Run 1, where the registers sit:
Other sequential cells in the stronger grey, the rest of the logic in the fainter grey.
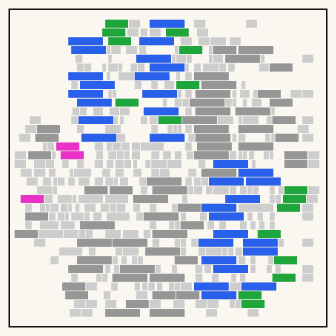
Run 1, track usage over the die:
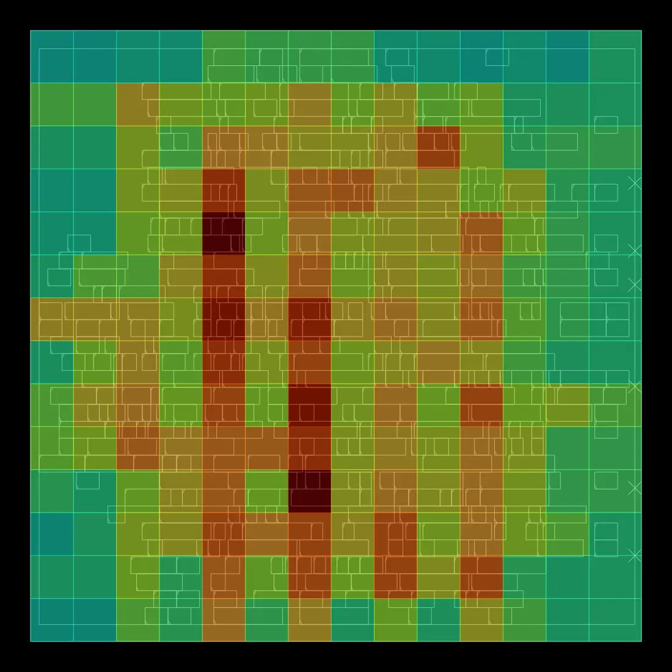
Run 1, wiring by layer:
Two of the layers only.
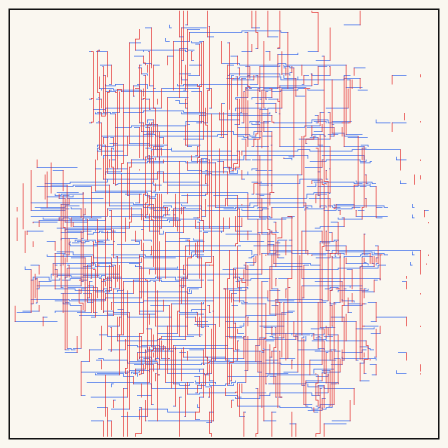
$ cat config.mk
export PLATFORM = sky130hd
export DESIGN_NAME = systolic_feeder
export DESIGN_NICKNAME = d
export VERILOG_FILES = /design/src/rtl/tpu_pkg.sv /design/src/rtl/systolic_feeder_operand_bank.sv /design/src/rtl/systolic_feeder.sv
export SDC_FILE = /design/constraint.sdc
export NUM_CORES = 1
export LEC_CHECK = 0
export CAP_MARGIN = 20
export CORE_UTILIZATION = 45
export DETAILED_ROUTE_END_ITERATION = 12
export PLACE_DENSITY = 0.72
export SKIP_CTS_REPAIR_TIMING = 1
export SLEW_MARGIN = 5
export SYNTH_ARGS = -nofsm -noshare
export SYNTH_HDL_FRONTEND = slang
export SYNTH_SLANG_ARGS = --single-unit
export TNS_END_PERCENT = 1
$ cat constraint.sdc
create_clock -name clk -period 2.1 [get_ports clk]
set_clock_uncertainty 0.05 [all_clocks]
set_input_delay 0.525 -clock clk [delete_from_list [all_inputs] [get_ports clk]]
set_output_delay 0.525 -clock clk [all_outputs]
set_load 0.02 [all_outputs]
$ cat src/rtl/tpu_pkg.sv
// Shared definitions for the operand feeder of the NxN PE array.
//   feeder_state_t : feeder FSM encoding
//   FEED_WIDTH     : default signed operand width
//   FEED_N         : default array dimension
//   STREAM_LEN     : wavefront cycles for FEED_N (2N-1)
//   DRAIN_LEN      : propagation + c_out register cycles for FEED_N (N)
//   operand_t      : signed operand of FEED_WIDTH bits
//   stream_len/drain_len : the same lengths for an arbitrary N
package tpu_pkg;

    typedef enum logic [2:0] {
        IDLE,
        CLEAR,
        STREAM,
        DRAIN,
        DONE
    } feeder_state_t;

    localparam int FEED_WIDTH = 8;
    localparam int FEED_N     = 2;
    localparam int STREAM_LEN = 2 * FEED_N - 1;
    localparam int DRAIN_LEN  = FEED_N;

    typedef logic signed [FEED_WIDTH-1:0] operand_t;

    function automatic int stream_len(input int n);
        return 2 * n - 1;
    endfunction

    function automatic int drain_len(input int n);
        return n;
    endfunction

endpackage

$ cat src/rtl/systolic_feeder_operand_bank.sv
// NxN operand register file with one write port and N diagonally skewed
// read lanes.
//   clk, rst : clock and synchronous active-high reset (clears every element)
//   we       : write enable; waddr is row-major r*N+c, out-of-range is dropped
//   wdata    : element value
//   t        : wavefront index
//   lanes    : lane l (bits l*WIDTH +: WIDTH) holds the element at k = t-l,
//              or 0 when that k falls outside 0..N-1.
//              TRANSPOSE=0 -> M[l][k] (row-wise, A side)
//              TRANSPOSE=1 -> M[k][l] (column-wise, B side)
module operand_bank #(
    parameter int WIDTH     = 8,
    parameter int N         = 2,
    parameter bit TRANSPOSE = 1'b0
) (
    input  logic                       clk,
    input  logic                       rst,
    input  logic                       we,
    input  logic [$clog2(N*N)-1:0]     waddr,
    input  logic [WIDTH-1:0]           wdata,
    input  logic [$clog2(3*N+1)-1:0]   t,
    output logic [N*WIDTH-1:0]         lanes
);

    logic [WIDTH-1:0] mem [N*N];

    always_ff @(posedge clk) begin
        if (rst) begin
            for (int e = 0; e < N * N; e++) begin
                mem[e] <= '0;
            end
        end else if (we && (32'(waddr) < N * N)) begin
            mem[waddr] <= wdata;
        end
    end

    // Lane l sees element k exactly when t == l + k, which avoids any
    // signed subtraction on the counter.
    always_comb begin
        lanes = '0;
        for (int l = 0; l < N; l++) begin
            for (int k = 0; k < N; k++) begin
                if (32'(t) == l + k) begin
                    lanes[l*WIDTH +: WIDTH] = TRANSPOSE ? mem[k*N + l] : mem[l*N + k];
                end
            end
        end
    end

endmodule

$ cat src/rtl/systolic_feeder.sv
// Operand source for the NxN PE array. Holds an A tile and a B tile, and on
// start clears the array for one cycle and then streams skewed wavefronts so
// PE(i,j) accumulates sum_k A[i][k]*B[k][j].
//   clk, rst    : clock, synchronous active-high reset
//   load_valid  : element write request
//   load_ready  : high only while IDLE
//   load_sel    : 0 = A tile, 1 = B tile
//   load_addr   : row-major element index r*N+c
//   load_data   : signed element value
//   start       : begin a pass (only looked at in IDLE, never queued)
//   busy        : high during CLEAR/STREAM/DRAIN
//   done        : one-cycle pulse when PE c_out values are final
//   clear_out   : clear strobe to every PE
//   a_row       : lane i -> a_in of PE(i,0)
//   b_col       : lane j -> b_in of PE(0,j)
//
// Load handshake: an element is written on a clock edge where both
// load_valid and load_ready are high; load_valid may be held while
// load_ready is low and nothing happens until the feeder returns to IDLE.
//
// All outputs are registers decoded from the next state, so each output
// lines up with the state it describes. cnt holds the S-index of the
// current cycle (S0 = CLEAR); the wavefront read for S(t+1) uses t.
module systolic_feeder
    import tpu_pkg::*;
#(
    parameter int WIDTH = FEED_WIDTH,
    parameter int N     = FEED_N
) (
    input  logic                    clk,
    input  logic                    rst,
    input  logic                    load_valid,
    output logic                    load_ready,
    input  logic                    load_sel,
    input  logic [$clog2(N*N)-1:0]  load_addr,
    input  logic [WIDTH-1:0]        load_data,
    input  logic                    start,
    output logic                    busy,
    output logic                    done,
    output logic                    clear_out,
    output logic [N*WIDTH-1:0]      a_row,
    output logic [N*WIDTH-1:0]      b_col
);

    localparam int CW         = $clog2(3 * N + 1);
    localparam int STREAM_END = stream_len(N);
    localparam int DRAIN_END  = stream_len(N) + drain_len(N);

    feeder_state_t   state, next_state;
    logic [CW-1:0]   cnt, next_cnt;
    logic [CW-1:0]   rd_t;
    logic            wr_fire;
    logic [N*WIDTH-1:0] a_lanes, b_lanes;

    assign wr_fire = load_valid & load_ready;
    // Only meaningful when the next state is STREAM (next_cnt >= 1).
    assign rd_t    = next_cnt - CW'(1);

    operand_bank #(.WIDTH(WIDTH), .N(N), .TRANSPOSE(1'b0)) u_bank_a (
        .clk   (clk),
        .rst   (rst),
        .we    (wr_fire & ~load_sel),
        .waddr (load_addr),
        .wdata (load_data),
        .t     (rd_t),
        .lanes (a_lanes)
    );

    operand_bank #(.WIDTH(WIDTH), .N(N), .TRANSPOSE(1'b1)) u_bank_b (
        .clk   (clk),
        .rst   (rst),
        .we    (wr_fire & load_sel),
        .waddr (load_addr),
        .wdata (load_data),
        .t     (rd_t),
        .lanes (b_lanes)
    );

    always_comb begin
        next_state = state;
        next_cnt   = cnt;
        case (state)
            IDLE: begin
                if (start) begin
                    next_state = CLEAR;
                    next_cnt   = '0;
                end
            end
            CLEAR: begin
                next_state = STREAM;
                next_cnt   = CW'(1);
            end
            STREAM: begin
                next_cnt = cnt + CW'(1);
                if (cnt == CW'(STREAM_END)) begin
                    next_state = DRAIN;
                end
            end
            DRAIN: begin
                next_cnt = cnt + CW'(1);
                if (cnt == CW'(DRAIN_END)) begin
                    next_state = DONE;
                end
            end
            DONE: begin
                next_state = IDLE;
                next_cnt   = '0;
            end
            default: begin
                next_state = IDLE;
                next_cnt   = '0;
            end
        endcase
    end

    // load_ready mirrors "state is IDLE", so it comes out of reset high.
    always_ff @(posedge clk) begin
        if (rst) begin
            state      <= IDLE;
            cnt        <= '0;
            busy       <= 1'b0;
            done       <= 1'b0;
            clear_out  <= 1'b0;
            load_ready <= 1'b1;
            a_row      <= '0;
            b_col      <= '0;
        end else begin
            state      <= next_state;
            cnt        <= next_cnt;
            busy       <= (next_state == CLEAR) || (next_state == STREAM) || (next_state == DRAIN);
            done       <= (next_state == DONE);
            clear_out  <= (next_state == CLEAR);
            load_ready <= (next_state == IDLE);
            a_row      <= (next_state == STREAM) ? a_lanes : '0;
            b_col      <= (next_state == STREAM) ? b_lanes : '0;
        end
    end

endmodule
==> run_results.csv, run 1 <==
group,metric,value,unit
run_status,status,"finished, violations left",
run_status,violations,"DRC",
yosys,most_common_cell,"edfxtp_1",
drt,ant_nets,0,
cells_and_area,top_regs,"u_bank_a.mem (32), u_bank_b.mem (32)",
timing,setup-violations-final,0,
clock_network,cts-buffers-inserted,9,
critical_path,path_depth,1,
worst_hold_path,hp-class,"reg2reg",
cells_and_area,nonClkBufAreaFrac,0.143,
yosys,edf_count,64,
power,p_switching,0.000924,W
power,p_seq,0.00231,W
critical_path,critPathKind,"reg2out",
timing,tns,0,ps
cells_and_area,nMultiInputCombCells,211,
clock_network,cts-root-buf,"clkbuf_8",
yosys,synth_top_cell_by_area,"edfxtp_1",
cells_and_area,largestClassByArea,"flip-flops and latches",
run,max-cap-violations,0,
timing,hold_violations,0,
cells_and_area,n_fill_cell,755,
cells_and_area,layout_top_cell,"edfxtp_1",
yosys,yosys.area_share.simple,0.221,
cells_and_area,area_growth,23.8,%
critical_path,endpoint_kind,"output port",
placed_design,place_congestion,0.856,
placed_design,place_area,4930,um^2
power,pwr-share-clk,0.326,
cells_and_area,final-clk-cell-share,0.0418,
clock_network,clk_latency,360,ps
critical_path,arrival,1400,ps
yosys,synth.logic.top_family,"simple AND/OR/NAND/NOR gates",
yosys,floorplan.nets,359,
power,vdd_drop_max,0.357,mV
cells_and_area,nNonClkInverters,5,
yosys,top_area_frac,0.462,
global_routing,grt_util_met1,0.244,
yosys,yosys.area_share.aoi,0.0749,
cells_and_area,register_area,2760,um^2
power,p_sw_frac,0.231,
yosys,synth.avg_cell_area,12.2,um^2
drt,drt_first_pass_iters,9,
clock_network,cts.htree.levels,3,
yosys,topCellsByArea,"edfxtp_1 46%, dfxtp_1 20%, and2_1 7.4%, nand3_1 4.2%, and3_1 3.2%",
critical_path,crit_end,"load_ready",
critical_path,cp_slowest_cell,"clkdlybuf4s50_1",
cells_and_area,seq_share,0.537,
timing,slew_violations,0,
power,p_comb_frac,0.096,
yosys,ff_type,"edfxtp_1",
cells_and_area,nClkBuffers,13,
cells_and_area,sh_comb_area,0.248,
cells_and_area,final_cell_mix,"64 x edfxtp_1, 50 x clkdlybuf4s50_1, 49 x and2_1",
power,power_frac_seq,0.577,
cells_and_area,drive_gt1_frac,0.150,
die,die_area,9630,um^2
drt,drc,6,
power,intPower,0.00307,W
cells_and_area,layout.cells.non_filler,521,
critical_path,required,1520,ps
timing,relSlewSlack,0.733,
placed_design,portBuffers,50,
timing,hold_slack,459,ps
yosys,common_cells,"64 x edfxtp_1, 49 x and2_1, 42 x dfxtp_1",
yosys,netlist_area,4160,um^2
global_routing,grt-busiest-layer,"met2",
yosys,ys_chip_area,4160,um^2
drt,met1Wirelength,3.75,mm
power,powerComb,0.000385,W
power,p_total,0.00399,W
yosys,yosysWarnings,0,
yosys,syn_inst,341,
cells_and_area,multiInputGateArea,1280,um^2
Notes on 'where the registers sit' above:
green -> a_row  # sequential cells 16
blue -> u_bank_a.mem  # sequential cells 32
magenta -> state  # sequential cells 3
not coloured = 55

Notes on 'track usage over the die' above:
Final Core Density: 0.582
M2 GR Usage: 0.317
met3 Use GR: 0.0344

Notes on 'wiring by layer' above:
red -> met2  # wire length 4,220 um
blue -> met1  # wire length 3,750 um
vias: 2,740
WL final: 8.42 mm

## Run 2: what changed since run 1
--- a/config.mk
+++ b/config.mk
@@ -5,8 +5,9 @@
 export SDC_FILE = /design/constraint.sdc
 export NUM_CORES = 1
 export LEC_CHECK = 0
-export CAP_MARGIN = 20
+export CAP_MARGIN = 5
 export CORE_UTILIZATION = 45
+export CTS_CLUSTER_DIAMETER = 80
 export DETAILED_ROUTE_END_ITERATION = 12
 export PLACE_DENSITY = 0.72
 export SKIP_CTS_REPAIR_TIMING = 1
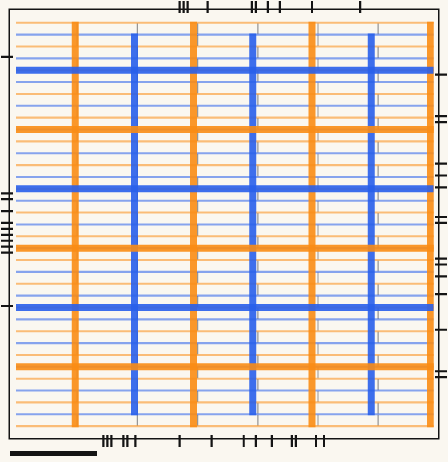
Run 2: supply network
Scale bar: 20 um. Pins as bars on the die edge. Tap cells in grey.
orange -> VSS
blue -> VDD
signal pins = 51
rows = 34
met4 straps = 7
Die Y: 98.1 um
chip width: 98.1 um
Core Region: 8850 um^2
worst vdd ir: 0.357 mV

==> run 2 against run 1 <==
Against the previous run:
- the run still ends with DRC left
- final area unchanged
- hold slack unchanged
- synthesized cell count unchanged
- critical path type unchanged
- clock power about the same
- sequential cell count unchanged
- via count unchanged
- critical path depth unchanged
- total power unchanged
- combinational power about the same
- wire length unchanged
- sequential power about the same
==> run_results.csv, run 2 <==
group,metric,value,unit
drt,via_per_inst,5.26,
die,fp_util,0.470,
clock_network,clock-sinks,106,
timing,rsz0062_at_grt,"no",
global_routing,grt_util_met1,0.244,
cells_and_area,nNonClkInverters,5,
drt,drt_first_pass_iters,9,
cells_and_area,largestClassByArea,"flip-flops and latches",
critical_path,arrival,1400,ps
cells_and_area,layout.cells.non_filler,521,
critical_path,rr_worst_depth,7,
yosys,synth.avg_cell_area,12.2,um^2
critical_path,rrSetupSlack,340,ps
drt,ant_nets,0,
timing,fmax,0.506,GHz
drt,met1Wirelength,3.75,mm
global_routing,grt_pass1_wl,13.7,mm
yosys,netlist_area,4160,um^2
yosys,ff_type,"edfxtp_1",
timing,fin_ws,124,ps
yosys,ys_sh_mux,0.00271,
worst_hold_path,holdPathStages,2,
cells_and_area,register_area,2760,um^2
cells_and_area,final_cell_mix,"64 x edfxtp_1, 50 x clkdlybuf4s50_1, 49 x and2_1",
cells_and_area,multiInputGateArea,1280,um^2
drt,drt-initial-drc-count,124,
global_routing,use_met2,0.317,
critical_path,required,1520,ps
run,warnings,27,
power,p_per_area,776,nW/um^2
critical_path,rr_startpoint,"cnt[0]",
cells_and_area,top_regs,"u_bank_a.mem (32), u_bank_b.mem (32)",
power,p_switching,0.000924,W
power,p_total,0.00399,W
yosys,ys.flops,106,
worst_hold_path,hp-class,"reg2reg",
cells_and_area,nClkBuffers,13,
timing,worst_pin_slew,400,ps
critical_path,rr_endpoint,"b_col[1]",
timing,hold_slack,459,ps
cells_and_area,drive_gt1_frac,0.150,
placed_design,placedCellCount,505,
die,rows,34,
clock_network,cts.reportedPaths.clkPinSlew,90,ps
cells_and_area,nMultiInputCombCells,211,
yosys,yosys.area_share.simple,0.221,
placed_design,place_area,4930,um^2
timing,slew_violations,0,
global_routing,grt_usage,0.189,
timing,fin_crit,1980,ps
critical_path,path_depth,1,
cells_and_area,final_util,0.582,
timing,hold_violations,0,
drt,wl_met3,366,um
yosys,edf_count,64,
critical_path,critPathKind,"reg2out",
drt,drc,6,
power,intPower,0.00307,W
clock_network,cts.htree.levels,3,
placed_design,place_congestion,0.856,
cells_and_area,seq_share,0.537,
power,power.group.top,"sequential cells",
placed_design,portBuffers,50,
global_routing,grt_pass1_vias,2697,
run_status,violations,"DRC",
yosys,ys_sh_xor,0,
yosys,topCellsByArea,"edfxtp_1 46%, dfxtp_1 20%, and2_1 7.4%, nand3_1 4.2%, and3_1 3.2%",
power,p_leak,1.92,nW
power,pwr-share-clk,0.326,
global_routing,grt_max_degree,18,
power,p_seq,0.00231,W
yosys,syn_inst,341,
yosys,most_common_cell,"edfxtp_1",
cells_and_area,fin_area,5150,um^2
global_routing,use_met3,0.0344,
placed_design,dp_slack,-108,ps
timing,relSlewSlack,0.733,
yosys,synth.logic.top_family,"simple AND/OR/NAND/NOR gates",
timing,tns,0,ps
global_routing,grt.overflow.total,0,
cells_and_area,nonClkBufAreaFrac,0.143,
die,io_pins,51,
critical_path,slowest_delay,640,ps
critical_path,crit_chain,"clkdlybuf4s50_1",
yosys,top_area_frac,0.462,
power,p_sw_frac,0.231,
die,tap_cells,108,
cells_and_area,ff_count,106,
timing,setup-violations-final,0,
cells_and_area,sh_comb_area,0.248,
cells_and_area,antennaDiodeCount,0,
run,max-cap-violations,0,
cells_and_area,final-clk-cell-share,0.0418,
yosys,ys_chip_area,4160,um^2
critical_path,critPathTopFamily,"buffers and inverters",
yosys,yosysCellCount,341,
critical_path,endpoint_kind,"output port",
placed_design,hpwl,5.53,mm
power,power_frac_seq,0.577,
global_routing,grt_antenna_before_repair,0,
yosys,yosysWarnings,0,
clock_network,cts_tree,"built",
critical_path,crit_buf_inv,1,
clock_network,cts-root-buf,"clkbuf_8",
yosys,ys_sh_adder,0.00903,
clock_network,cts-buffers-inserted,9,
worst_hold_path,holdPathEnd,"a_row[15]",
clock_network,cts_max_path_buffers,2,
yosys,synth_cell_types,36,
critical_path,crit_end,"load_ready",
timing,period_used_share,0.941,
drt,dr.max_layer_used,"met4",
drt,vias,2740,
clock_network,clk_latency,360,ps
drt,dr_wl_met2,4.22,mm
cells_and_area,layout_top_cell,"edfxtp_1",
critical_path,crit_path_start_kind,"flop",
drt,wire_per_inst,16.2,um
yosys,postSynth.asyncResetShare,0,
power,powerComb,0.000385,W
cells_and_area,n_fill_cell,755,
yosys,synth_seq_share,0.664,
critical_path,critPathLaunch,"load_ready",
die,die_area,9630,um^2
power,p_clk,0.00130,W
cells_and_area,fin_nets,426,
critical_path,cp_slowest_cell,"clkdlybuf4s50_1",
yosys,synth_top_cell_by_area,"edfxtp_1",
drt,routed_wl,8.42,mm
global_routing,grt-busiest-layer,"met2",
yosys,yosys.area_share.aoi,0.0749,
yosys,floorplan.nets,359,
critical_path,worstPathMaxFanout,4,
cells_and_area,area_growth,23.8,%
run_status,status,"finished, violations left",
worst_hold_path,hp-start,"u_bank_a.mem[3][7]",
power,p_comb_frac,0.096,
cells_and_area,nNonClkBuffers,75,
yosys,common_cells,"64 x edfxtp_1, 49 x and2_1, 42 x dfxtp_1",
## Run 3: what changed since run 2
==> constraint.sdc (replaced) <==
create_clock -name clk -period 2.3 [get_ports clk]
set_clock_uncertainty 0.05 [all_clocks]
set_input_delay 0.575 -clock clk [delete_from_list [all_inputs] [get_ports clk]]
set_output_delay 0.575 -clock clk [all_outputs]
set_load 0.02 [all_outputs]
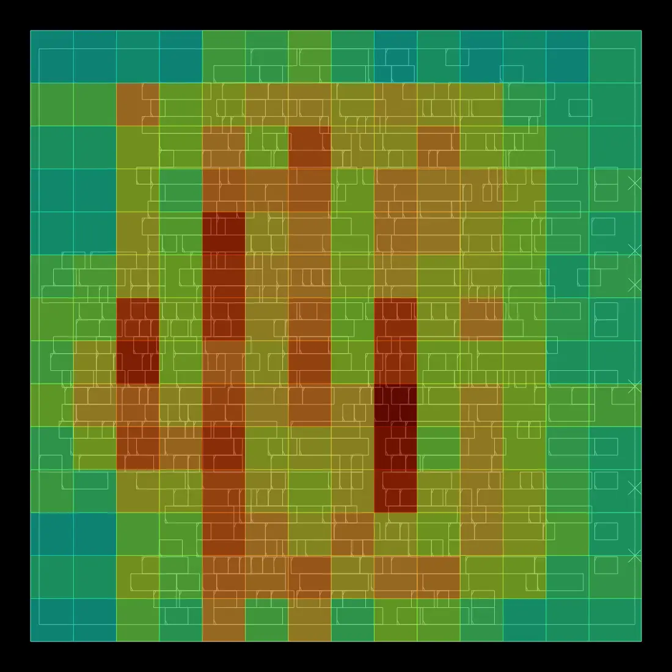
Run 3: track usage over the die
M2 GR Usage: 0.304
WL/cell: 16.0 um
total track usage: 0.187
GR Util met1: 0.239
Final Core Density: 0.574

==> run 3 against run 2 <==
Against the previous run:
- the flow still finishes with violations (DRC)
- wire length is 1.2% lower
- utilization is 0.76 points lower
- die size stayed put
- total power fell by 10%
- global-route usage fell by 0.26 points
- first-iteration DRC count rose by 2.4%
- critical endpoint unchanged
- largest cell class unchanged
- highest routed layer unchanged
==> run_results.csv, run 3 <==
group,metric,value,unit
power,p_sw_frac,0.245,
cells_and_area,drive_gt1_frac,0.144,
yosys,synth_top_cell_by_area,"edfxtp_1",
cells_and_area,layout.cells.non_filler,518,
yosys,yosys.area_share.aoi,0.0749,
critical_path,crit_path_start_kind,"flop",
timing,relSlewSlack,0.734,
power,p_total,0.00358,W
global_routing,grt_max_degree,34,
timing,worst_pin_slew,397,ps
cells_and_area,area_growth,22.2,%
cells_and_area,fin_nets,423,
power,vdd_drop_max,0.375,mV
run,warnings,27,
drt,vias,2719,
worst_hold_path,holdPathStages,2,
yosys,edf_count,64,
critical_path,critPathLaunch,"load_ready",
drt,dr.max_layer_used,"met4",
global_routing,use_met3,0.0308,
cells_and_area,nMultiInputCombCells,211,
power,intPower,0.00270,W
cells_and_area,register_area,2760,um^2
global_routing,grt_pass1_wl,13.5,mm
timing,period_used_share,0.871,
placed_design,place_congestion,0.817,
run_status,status,"finished, violations left",
timing,rsz0062_at_grt,"no",
power,p_clk,0.00114,W
clock_network,clock-sinks,106,
die,design.core.area,8850,um^2
clock_network,cts_max_path_buffers,2,
critical_path,rr_worst_depth,7,
cells_and_area,largestClassByArea,"flip-flops and latches",
power,pwr-share-clk,0.317,
clock_network,cts.reportedPaths.clkPinSlew,100,ps
power,p_comb_frac,0.095,
critical_path,arrival,1380,ps
critical_path,worstPathMaxFanout,4,
worst_hold_path,holdPathEnd,"a_row[14]",
critical_path,path_depth,1,
die,fp.dieW,98.1,um
cells_and_area,nonClkBufAreaFrac,0.136,
clock_network,cts-root-buf,"clkbuf_8",
worst_hold_path,hp-class,"reg2reg",
placed_design,portBuffers,50,
cells_and_area,nNonClkBuffers,72,
critical_path,crit_chain,"clkdlybuf4s50_1",
critical_path,cp_slowest_cell,"clkdlybuf4s50_1",
timing,fmax,0.499,GHz
cells_and_area,multiInputGateArea,1280,um^2
placed_design,hpwl,5.49,mm
power,p_leak,1.88,nW
power,p_per_area,704,nW/um^2
yosys,floorplan.nets,359,
yosys,ff_type,"edfxtp_1",
yosys,yosysWarnings,0,
yosys,ys_sh_xor,0,
drt,drt-initial-drc-count,127,
timing,fin_crit,2000,ps
yosys,yosys.area_share.simple,0.221,
critical_path,required,1670,ps
critical_path,crit_end,"load_ready",
die,die_y,98.1,um
yosys,postSynth.asyncResetShare,0,
power,power_frac_seq,0.588,
cells_and_area,final_cell_mix,"64 x edfxtp_1, 50 x clkdlybuf4s50_1, 49 x and2_1",
yosys,yosysCellCount,341,
yosys,synth_cell_types,36,
run_status,violations,"DRC",
yosys,most_common_cell,"edfxtp_1",
clock_network,cts.htree.levels,3,
placed_design,placedCellCount,502,
timing,tns,0,ps
power,p_switching,0.000876,W
critical_path,endpoint_kind,"output port",
power,p_seq,0.00210,W
cells_and_area,sh_comb_area,0.252,
timing,hold_slack,459,ps
drt,ant_nets,0,
yosys,synth_seq_share,0.664,
placed_design,place_area,4890,um^2
die,io_pins,51,
critical_path,critPathTopFamily,"buffers and inverters",
global_routing,grt_antenna_before_repair,0,
clock_network,cts-buffers-inserted,9,
cells_and_area,n_fill_cell,745,
cells_and_area,nClkBuffers,10,
yosys,topCellsByArea,"edfxtp_1 46%, dfxtp_1 20%, and2_1 7.4%, nand3_1 4.2%, and3_1 3.2%",
power,powerComb,0.000339,W
yosys,ys_sh_adder,0.00903,
cells_and_area,top_regs,"u_bank_a.mem (32), u_bank_b.mem (32)",
timing,fin_ws,297,ps
global_routing,grt.overflow.total,0,
yosys,ys_chip_area,4160,um^2
clock_network,cts_tree,"built",
cells_and_area,seq_share,0.544,
cells_and_area,layout_top_cell,"edfxtp_1",
critical_path,critPathKind,"reg2out",
yosys,ys_sh_mux,0.00271,
die,tap_cells,108,
worst_hold_path,hp-start,"u_bank_a.mem[3][6]",
critical_path,rr_endpoint,"b_col[8]",
die,die_area,9630,um^2
drt,wl_met3,527,um
cells_and_area,ff_count,106,
power,power.group.top,"sequential cells",
drt,drc,6,
die,fp_util,0.470,
drt,routed_wl,8.31,mm
drt,met1Wirelength,3.53,mm
yosys,syn_inst,341,
drt,dr_wl_met2,4.07,mm
Power and IR drop assume default switching activity.
